===== src/rtl/mem_access_ctrl_if.sv =====
// Bus bundle between a request sequencer, mem_access_ctrl and a one-hot
// addressed register-file memory.
interface mem_access_ctrl_if #(
  parameter int WORDS  = 4,
  parameter int WIDTH  = 4,
  parameter int ADDR_W = 2
);
  logic              req_valid;
  logic              req_ready;
  logic              req_rw;
  logic [ADDR_W-1:0] req_addr;
  logic [WIDTH-1:0]  req_wdata;
  logic              rsp_valid;
  logic [WIDTH-1:0]  rsp_rdata;
  logic              rsp_err;
  logic [WORDS-1:0]  mem_add;
  logic              mem_rw;
  logic [WIDTH-1:0]  mem_din;
  logic [WIDTH-1:0]  mem_dout;
  logic              busy;

  modport master (
    input  req_valid, req_rw, req_addr, req_wdata, mem_dout,
    output req_ready, rsp_valid, rsp_rdata, rsp_err, mem_add, mem_rw, mem_din, busy
  );

  modport slave (
    output req_valid, req_rw, req_addr, req_wdata, mem_dout,
    input  req_ready, rsp_valid, rsp_rdata, rsp_err, mem_add, mem_rw, mem_din, busy
  );
endinterface


===== src/rtl/mem_access_ctrl.sv =====
// Initiator for the one-hot addressed register-file memory: one request in,
// a DRIVE -> STROBE/CAPTURE -> RESP sequence, one response pulse out.
module mem_access_ctrl #(
  parameter int WORDS  = 4,
  parameter int WIDTH  = 4,
  parameter int ADDR_W = 2
) (
  input  logic              clk,
  input  logic              reset,
  mem_access_ctrl_if.master bus
);

  typedef enum logic [2:0] {IDLE, DRIVE, STROBE, CAPTURE, RESP} state_t;

  state_t           state_q;
  logic             rw_q;
  logic             err_q;
  logic [WIDTH-1:0] wdata_q;
  logic             req_ready_q;
  logic             rsp_valid_q;
  logic             rsp_err_q;
  logic [WIDTH-1:0] rsp_rdata_q;
  logic [WORDS-1:0] mem_add_q;
  logic             mem_rw_q;
  logic [WIDTH-1:0] mem_din_q;
  logic             err_d;
  logic [WORDS-1:0] sel_d;

  // Out-of-range addresses select no word at all, so they can never be strobed.
  always_comb begin
    err_d = (int'(bus.req_addr) >= WORDS);
    sel_d = err_d ? '0 : (WORDS'(1) << bus.req_addr);
  end

  always_ff @(posedge clk) begin
    if (reset) begin
      state_q     <= IDLE;
      rw_q        <= 1'b0;
      err_q       <= 1'b0;
      wdata_q     <= '0;
      req_ready_q <= 1'b1;
      rsp_valid_q <= 1'b0;
      rsp_err_q   <= 1'b0;
      rsp_rdata_q <= '0;
      mem_add_q   <= '0;
      mem_rw_q    <= 1'b0;
      mem_din_q   <= '0;
    end else begin
      case (state_q)
        IDLE: begin
          if (bus.req_valid) begin
            rw_q        <= bus.req_rw;
            err_q       <= err_d;
            wdata_q     <= bus.req_wdata;
            mem_add_q   <= sel_d;
            mem_din_q   <= bus.req_rw ? bus.req_wdata : '0;
            req_ready_q <= 1'b0;
            state_q     <= DRIVE;
          end
        end
        DRIVE: begin
          if (rw_q) begin
            mem_rw_q <= ~err_q;
            state_q  <= STROBE;
          end else begin
            state_q  <= CAPTURE;
          end
        end
        STROBE: begin
          mem_rw_q    <= 1'b0;
          mem_add_q   <= '0;
          mem_din_q   <= '0;
          rsp_valid_q <= 1'b1;
          rsp_rdata_q <= wdata_q;
          rsp_err_q   <= err_q;
          state_q     <= RESP;
        end
        CAPTURE: begin
          mem_add_q   <= '0;
          rsp_valid_q <= 1'b1;
          rsp_rdata_q <= err_q ? '0 : bus.mem_dout;
          rsp_err_q   <= err_q;
          state_q     <= RESP;
        end
        RESP: begin
          rsp_valid_q <= 1'b0;
          rsp_rdata_q <= '0;
          rsp_err_q   <= 1'b0;
          req_ready_q <= 1'b1;
          state_q     <= IDLE;
        end
        default: state_q <= IDLE;
      endcase
    end
  end

  assign bus.req_ready = req_ready_q;
  assign bus.busy      = ~req_ready_q;
  assign bus.rsp_valid = rsp_valid_q;
  assign bus.rsp_rdata = rsp_rdata_q;
  assign bus.rsp_err   = rsp_err_q;
  assign bus.mem_add   = mem_add_q;
  assign bus.mem_rw    = mem_rw_q;
  assign bus.mem_din   = mem_din_q;

endmodule


===== src/flat_wrapper.sv =====
// flat-port wrapper written by rule: the top's interface ports become plain ports
module mem_access_ctrl_flat 
#(
  parameter int WORDS  = 4,
  parameter int WIDTH  = 4,
  parameter int ADDR_W = 2
)
  (clk, reset, bus_req_valid, bus_req_rw, bus_req_addr, bus_req_wdata, bus_mem_dout, bus_req_ready, bus_rsp_valid, bus_rsp_rdata, bus_rsp_err, bus_mem_add, bus_mem_rw, bus_mem_din, bus_busy);
  mem_access_ctrl_if #(.WORDS(WORDS), .WIDTH(WIDTH), .ADDR_W(ADDR_W)) bus_i ();
  input  logic clk;
  input  logic reset;
  input wire logic [$bits(bus_i.req_valid)-1:0] bus_req_valid;
  input wire logic [$bits(bus_i.req_rw)-1:0] bus_req_rw;
  input wire logic [$bits(bus_i.req_addr)-1:0] bus_req_addr;
  input wire logic [$bits(bus_i.req_wdata)-1:0] bus_req_wdata;
  input wire logic [$bits(bus_i.mem_dout)-1:0] bus_mem_dout;
  output wire logic [$bits(bus_i.req_ready)-1:0] bus_req_ready;
  output wire logic [$bits(bus_i.rsp_valid)-1:0] bus_rsp_valid;
  output wire logic [$bits(bus_i.rsp_rdata)-1:0] bus_rsp_rdata;
  output wire logic [$bits(bus_i.rsp_err)-1:0] bus_rsp_err;
  output wire logic [$bits(bus_i.mem_add)-1:0] bus_mem_add;
  output wire logic [$bits(bus_i.mem_rw)-1:0] bus_mem_rw;
  output wire logic [$bits(bus_i.mem_din)-1:0] bus_mem_din;
  output wire logic [$bits(bus_i.busy)-1:0] bus_busy;
  assign bus_i.req_valid = bus_req_valid;
  assign bus_i.req_rw = bus_req_rw;
  assign bus_i.req_addr = bus_req_addr;
  assign bus_i.req_wdata = bus_req_wdata;
  assign bus_i.mem_dout = bus_mem_dout;
  assign bus_req_ready = bus_i.req_ready;
  assign bus_rsp_valid = bus_i.rsp_valid;
  assign bus_rsp_rdata = bus_i.rsp_rdata;
  assign bus_rsp_err = bus_i.rsp_err;
  assign bus_mem_add = bus_i.mem_add;
  assign bus_mem_rw = bus_i.mem_rw;
  assign bus_mem_din = bus_i.mem_din;
  assign bus_busy = bus_i.busy;
  mem_access_ctrl #(.WORDS(WORDS), .WIDTH(WIDTH), .ADDR_W(ADDR_W)) u_core (.clk(clk), .reset(reset), .bus(bus_i));
endmodule

===== config.mk =====
export PLATFORM = sky130hd
export DESIGN_NAME = mem_access_ctrl_flat
export DESIGN_NICKNAME = d
export VERILOG_FILES = /design/src/rtl/mem_access_ctrl_if.sv /design/src/rtl/mem_access_ctrl.sv /design/src/flat_wrapper.sv
export SDC_FILE = /design/constraint.sdc
export NUM_CORES = 1
export LEC_CHECK = 0
export ABC_AREA = 0
export CAP_MARGIN = 30
export CORE_MARGIN = 3
export CORE_UTILIZATION = 47
export DETAILED_ROUTE_END_ITERATION = 10
export PLACE_DENSITY = 0.91
export REMOVE_ABC_BUFFERS = 1
export SLEW_MARGIN = 20
export SYNTH_ARGS = -nofsm -noshare
export SYNTH_HDL_FRONTEND = slang
export SYNTH_SLANG_ARGS = --single-unit

===== constraint.sdc =====
create_clock -name clk -period 3.55 [get_ports clk]
set_input_delay 0.5325 -clock clk [delete_from_list [all_inputs] [get_ports clk]]
set_output_delay 0.5325 -clock clk [all_outputs]
set_load 0.005 [all_outputs]

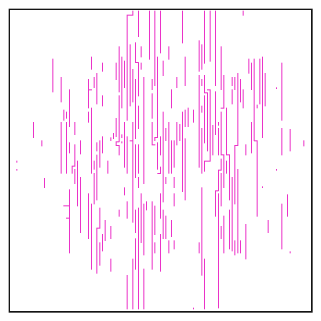
**Above:** run 1 (met2 routing).
(6 px per um)
132 nets have wire on it. The wires run mostly vertical. The layer holds 49% of the routed length. The layer carries 1020 um of wire. The longest straight run is 19.0 um.
total via count after detailed routing: 827
routed wire length: 2070 um

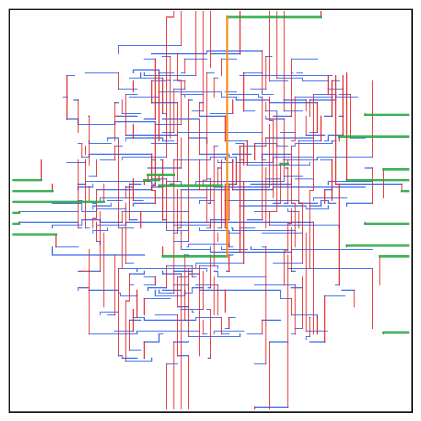
**Above:** run 1 (wiring by layer).
(8 px per um)
met3: drawn in green, wire length 105 um. met4: drawn in orange, wire length 29.9 um. met2: drawn in red, wire length 1020 um. met1: drawn in blue, wire length 918 um.
per-cell routed wire length: 13.3 um
overall fraction of global-route tracks in use: 19.0%

==> results.md, run 1 <==
| Metric | Reported | Unit |
|---|---|---|
| Startpoint-to-endpoint class of the critical path | in -> reg | - |
| Remaining design rule violation count | 0 | - |
| Final clock period utilization by the worst path | 55.2 | % |
| Total of cells resized after clock tree synthesis | 0 | - |
| Storage element area | 460 | um^2 |
| Worst Setup SP | bus_req_valid | - |
| Starting utilization of the core area | 51.4 | % |
| NumNets Final | 146 | - |
| Setup repair after global routing missed its margin | no | - |
| Clock power share | 23.3 | % |
| Internal Dissipation | 368 | uW |
| Setup crit start kind | input port | - |
| PnR Total Power | 493 | uW |
| Fraction of power consumed by sequential logic | 58.7 | % |
| Area fraction of the dominant cell type after synthesis | 50.2 | % |
| Cell types with the highest counts after synthesis | dfxtp_1 (23), nand2_1 (19), a21oi_1 (12) | - |
| Fraction of power spent switching nets | 25.3 | % |
| Leading cell types in the layout, fill and taps excluded | clkdlybuf4s50_1 (29), dfxtp_1 (23), nand2_1 (19) | - |
| Antenna cell count | 0 | - |
| Power share of the combinational group | 18.0 | % |
| Total of flip-flops plus latches after synthesis | 23 | - |
| Latency at later pin | 0.30 | ns |
| H-tree levels | 1 | - |
| Synthesis warning total | 0 | - |
| Syn Inst Count | 105 | - |
| CP endpoint kind | flip-flop | - |
| VDD IR max | 0.255 | mV |
| EDFF count, synth | 0 | - |
| Clock transition at the registers of the reported paths | 0.11 | ns |
| Standard cell core area | 0.00178 | mm^2 |
| Max cap viols | 0 | - |
| Wire length of the first global-routing pass | 3640 | um |
| Proportion of layout cells with a drive suffix above 1 | 4.58 | % |
| Number of placed I/O pins | 31 | - |
| Routability-driven placement congestion ratio | 0.774 | - |
| Dominant kind of combinational cell | simple AND/OR/NAND/NOR gates | - |
| Tool warning count | 25 | - |
| Library cells used by synthesis | 26 | - |
| Remaining global-route overflow | 0 | - |
| Number of failing setup endpoints in the final timing report | 0 | - |
| Synthesized-area fraction occupied by adder cells | 0 | % |
| Reg2reg setup slack | 1.76 | ns |
| Final worst path period need | 1.96 | ns |
| Critical Path AT | 2.19 | ns |
| Via count of the first global-routing pass | 831 | - |
| CTS tree | done | - |
| HPWL after DPL | 1530 | um |
| DIE WIDTH | 50.2 | um |
| Number of buffers added to fix hold violations after cts | 0 | - |
| Combined area of the multi-input logic cells | 415 | um^2 |
| Antenna violations before repair | 0 | - |
| Overall die height | 50.2 | um |
| Register area share after synthesis | 50.2 | % |
| Hold depth | 2 | - |
| Post-Synth XOR/XNOR Area | 0 | % |
| Startpoint of the most critical register-to-register path | u_core.state_q[0] | - |
| Summed instance area of the synthesized netlist | 917 | um^2 |
| Result of the run | finished clean | - |
| Yosys Instances | 105 | - |
| Post-CTS setup buffers | 0 | - |
| Layout Utilization | 69.3 | % |
| Top cell excl fill/tap | clkdlybuf4s50_1 | - |
| Yosys synthesis chip area | 917 | um^2 |
| Final Slew Violations | 0 | - |
| Hold Crit Start | u_core.bus.mem_rw | - |
| Number of DRC markers in iteration 0 | 9 | - |
| Biggest area consumer among synthesized cells | dfxtp_1 | - |
| And-or/or-and share of the synthesized area | 17.1 | % |
| Worst Setup EP | u_core.bus.mem_add[3] | - |
| Leading post-synthesis cells by cell area | dfxtp_1 (50%), nand2_1 (7.8%), a21oi_1 (6.5%) | - |
| Synth Flop Type | dfxtp_1 | - |
| Clock Tree Buf Depth | 2 | - |
| Number of filler instances in the final layout | 148 | - |
| Path category of the worst min-delay check | reg -> reg | - |
| Cell Pwr Density | 399 | mW/mm^2 |
| Slew headroom | 36.3 | % |
| Slew at the pin with the worst max-slew slack | 0.954 | ns |
| End of the worst register-to-register path | u_core.bus.mem_add[3] | - |
| Average instance area after synthesis | 8.73 | um^2 |
| Full die area | 0.00252 | mm^2 |
| Largest net degree at the start of global routing | 15 | - |
| Worst Path Required | 3.79 | ns |
| Min-Delay Endpoint | u_core.bus.mem_rw | - |
| Setup total negative slack | 0 | ns |
| Number of detailed-routing iterations run before antenna repair | 4 | - |
| Cell at the root of the clock tree | clkbuf_4 | - |
| Synth async-reset ratio | 0 | % |
| Worst setup timing slack at the placement stage | 1.31 | ns |
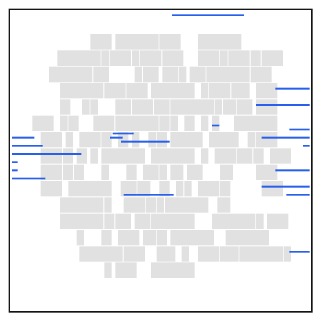
**Above:** run 1 (signal wires on met3).
(6 px per um)
The wires run mostly horizontal. The layer carries 105 um of wire. The longest straight run is 11.7 um. 20 nets have wire on it. The layer holds 5.1% of the routed length.
GRT met3 Usage: 4.15%

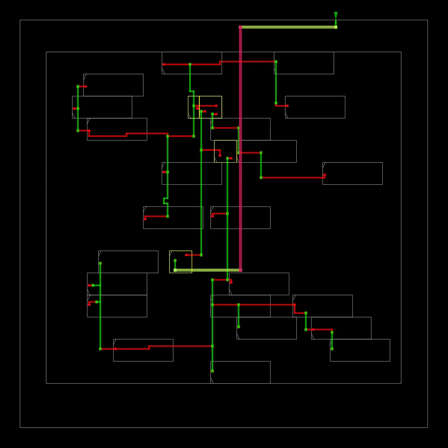
**Above:** run 1 (the clock network).
Inserted Clock Buffers: 3
worst clock skew: 0.00602 ns
number of clock sinks seen by CTS: 23

[run 1: registers in the layout, indices dropped and copies added (netlist names)]
| name | cells |
|---|---|
| u_core.wdata_q | 4 |
| u_core.bus.mem_add | 4 |
| u_core.rw_q | 1 |
| u_core.bus.mem_rw | 1 |
| u_core.bus.rsp_valid | 1 |
| u_core.state_q | 3 |
| u_core.bus.mem_din | 4 |
| u_core.bus.rsp_rdata | 4 |
| u_core.bus.req_ready | 1 |
[run 1: power by group through the flow]
stage	registers, uW	logic (uW)	clock network, uW
after global placement	294	86.0	0
after CTS	290	89.4	120
after detailed placement	295	88.9	0
after floorplan	292	40.3	0
final	289	89.0	115
after global routing	292	98.5	129
[run 1: layer usage]
metal / global-route usage [%] / wire length [um]
met3: 4.15 / 105
met4: 9.68 / 29
met1: 23.6 / 917
met5: 0 / 0
met2: 30.9 / 1020
[run 1: per-stage QoR]
| step | instance area (um^2) | hold WS, ns | cells |
|---|---|---|---|
| 6_report | 1230 | 0.455 | 156 |
| 5_1_grt | 1230 | 0.491 | 156 |
| 4_1_cts | 1230 | 0.462 | 156 |
| 3_5_place_dp | 1210 | 0.444 | 152 |
| 3_3_place_gp | 1210 | 0.436 | 152 |
| 2_1_floorplan | 881 | 0.430 | 98 |
[run 1: cell families (layout without fill, tap and decap cells)]
group	count (synthesis)	in the layout
AND-OR/OR-AND	25	25
other	1	1
buffers and inverters	10	36
multiplexers	5	5
flip-flops	23	23
AND/OR/NAND/NOR	41	41
[run 1: worst max-delay path: stages]
cell and delay [ns]:
clkdlybuf4s50_1 0.52, nor4b_2 0.79, nand3_1 0.17, a21oi_1 0.17
[run 1: cell type report]
type	instances	share of cell area, %
clock buffers	4	2.13
inverters	3	0.912
multi-input cells	72	33.6
flip-flops and latches	23	37.3
well taps	25	2.53
repair buffers	29	23.5
**Run 1: supply network**

(8 px per um) Pins as bars on the die edge. Tap cells in grey.
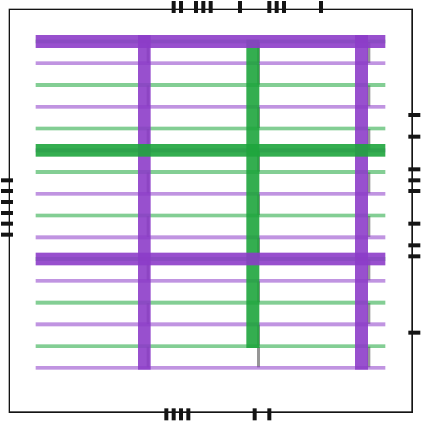

==> run 2, diff against run 1 <==
--- a/config.mk
+++ b/config.mk
@@ -8,9 +8,9 @@
 export ABC_AREA = 0
 export CAP_MARGIN = 30
 export CORE_MARGIN = 3
-export CORE_UTILIZATION = 47
+export CORE_UTILIZATION = 43
 export DETAILED_ROUTE_END_ITERATION = 10
-export PLACE_DENSITY = 0.91
+export PLACE_DENSITY = 0.85
 export REMOVE_ABC_BUFFERS = 1
 export SLEW_MARGIN = 20
 export SYNTH_ARGS = -nofsm -noshare
==> constraint.sdc (replaced) <==
create_clock -name clk -period 1.9 [get_ports clk]
set_input_delay 0.285 -clock clk [delete_from_list [all_inputs] [get_ports clk]]
set_output_delay 0.285 -clock clk [all_outputs]
set_load 0.005 [all_outputs]
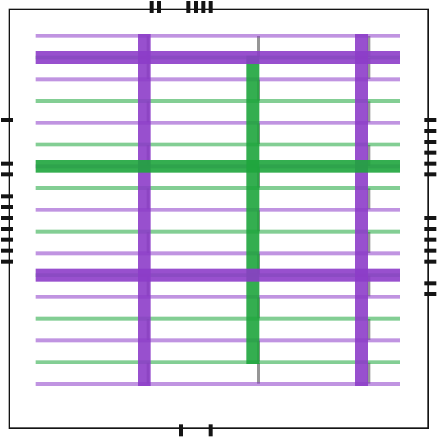
**Above:** run 2 (supply network).
(8 px per um) Pins as bars on the die edge. Tap cells in grey.
VDD: drawn in green. VSS: drawn in purple.
17 met1 rails follow the rows. 3 straps on met5. The core has 16 rows. 31 signal pins sit on the boundary. 3 straps on met4.
DIE WIDTH: 52.2 um
standard cell core area: 0.00198 mm^2
VDD IR max: 0.387 mV
overall die height: 52.2 um

==> run 2 against run 1 <==
  * Clock-buffer cell count stayed put
  * Critical endpoint is now u_core.bus.mem_add[0]
  * Synthesized area is the same
  * Largest cell class unchanged
  * Hold slack better by 0.0026 ns
  * Global-route usage is 2.1 points lower
  * Die size increased by 8.2%
  * Synthesized cell count unchanged
==> results.md, run 2 <==
| Metric | Reported | Unit |
|---|---|---|
| Result of the run | finished clean | - |
| Cell at the root of the clock tree | clkbuf_4 | - |
| Antenna violations before repair | 0 | - |
| Number of clock sinks seen by CTS | 23 | - |
| Average instance area after synthesis | 8.73 | um^2 |
| Full die area | 0.00272 | mm^2 |
| PnR Total Power | 929 | uW |
| HPWL after DPL | 1470 | um |
| Yosys synthesis chip area | 917 | um^2 |
| Leading post-synthesis cells by cell area | dfxtp_1 (50%), nand2_1 (7.8%), a21oi_1 (6.5%) | - |
| End of the worst register-to-register path | u_core.bus.mem_add[0] | - |
| Routability-driven placement congestion ratio | 0.666 | - |
| Remaining design rule violation count | 0 | - |
| Library cells used by synthesis | 26 | - |
| Number of DRC markers in iteration 0 | 22 | - |
| Proportion of layout cells with a drive suffix above 1 | 6.72 | % |
| Syn Inst Count | 105 | - |
| Setup crit start kind | input port | - |
| Inserted Clock Buffers | 3 | - |
| CP endpoint kind | flip-flop | - |
| Number of failing setup endpoints in the final timing report | 0 | - |
| Setup total negative slack | 0 | ns |
| Leading cell types in the layout, fill and taps excluded | clkdlybuf4s50_1 (29), dfxtp_1 (23), nand2_1 (19) | - |
| Critical Path AT | 1.79 | ns |
| Synth async-reset ratio | 0 | % |
| Via count of the first global-routing pass | 812 | - |
| Number of detailed-routing iterations run before antenna repair | 4 | - |
| Yosys Instances | 105 | - |
| Cell types with the highest counts after synthesis | dfxtp_1 (23), nand2_1 (19), a21oi_1 (12) | - |
| NumNets Final | 149 | - |
| Total of flip-flops plus latches after synthesis | 23 | - |
| Antenna cell count | 0 | - |
| Per-cell routed wire length | 12.3 | um |
| EDFF count, synth | 0 | - |
| Starting utilization of the core area | 46.3 | % |
| Final worst path period need | 1.55 | ns |
| Latency at later pin | 0.29 | ns |
| Path category of the worst min-delay check | reg -> reg | - |
| Worst clock skew | 0.00111 | ns |
| Overall fraction of global-route tracks in use | 16.9 | % |
| Final clock period utilization by the worst path | 81.4 | % |
| Remaining global-route overflow | 0 | - |
| CTS tree | done | - |
| Worst Path Required | 2.14 | ns |
| Largest net degree at the start of global routing | 14 | - |
| Clock transition at the registers of the reported paths | 0.12 | ns |
| Top cell excl fill/tap | clkdlybuf4s50_1 | - |
| Reg2reg setup slack | 0.39 | ns |
| Startpoint-to-endpoint class of the critical path | in -> reg | - |
| Hold depth | 2 | - |
| Setup repair after global routing missed its margin | no | - |
| Area fraction of the dominant cell type after synthesis | 50.2 | % |
| Clock Tree Buf Depth | 2 | - |
| Cell Pwr Density | 738 | mW/mm^2 |
| Final Slew Violations | 0 | - |
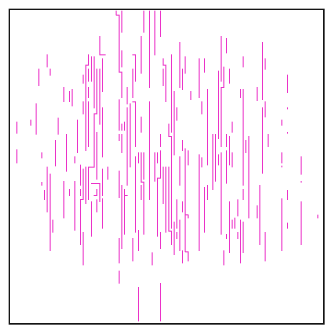
**Above:** run 2 (met2 routing).
(6 px per um)
125 nets have wire on it. The longest straight run is 17.2 um.
routed wire length: 1980 um
total via count after detailed routing: 812
grt met2 use: 27.8%

[run 2: worst max path at each step]
stage | start | end | slack [ns]
after floorplan | u_core.state_q[0] | u_core.bus.mem_add[3] | 0.03
after global placement | bus_req_valid | u_core.bus.mem_add[0] | 0.1
after detailed placement | bus_req_valid | u_core.bus.mem_add[0] | 0.03
after CTS | bus_req_valid | u_core.bus.mem_add[0] | 0.36
after global routing | bus_req_valid | u_core.bus.mem_add[0] | 0.34
final | bus_req_valid | u_core.bus.mem_add[0] | 0.35
[run 2: critical path, cell delays in order]
cell and delay, ns:
clkdlybuf4s50_1 0.54, or4b_4 0.49, or3_1 0.34, a21oi_2 0.13
[run 2: logic make-up after synthesis]
logic type / count (synthesis) / share of synthesized area [%]
and+or+nand+nor: 41 / 21.7
AOI/OAI and AO/OA: 25 / 17.1
DFF: 23 / 50.2
buffers and inverters: 10 / 5.18
muxes: 5 / 5.46
other: 1 / 0.409
[run 2: per-layer routing]
layer	GRT usage, %	vias up	routed length (um)
li1	-	413	-
met1	21.5	372	914
met5	0	-	0
met4	6.38	0	14
met2	27.8	25	903
met3	3.70	2	150
[run 2: per-stage QoR]
step           util [%]  hold slack, ns  setup slack (ns)  std cells  area (um^2)
2_1_floorplan         -           0.354            0.0276         98          881
3_3_place_gp       62.2           0.437            0.0991        157         1230
6_report           63.6           0.457             0.353        161         1260
5_1_grt            63.6           0.478             0.338        161         1260
4_1_cts            63.6           0.463             0.363        161         1260
3_5_place_dp       62.2           0.446            0.0284        157         1230
[run 2: area by class of cell]
cell class	instances	area [um^2]
multi-input cells	72	415
repair buffers	32	313
well taps	27	33.8
clock buffers	4	26.3
fillers	179	722
inverters	3	11.3
flip-flops and latches	23	460
[run 2: report_power, final]
group	switching (uW)	internal (uW)
Sequential	21.1	512
Clock	133	81.6
Combinational	79.6	102
Total	234	696
Power and IR drop assume default switching activity.
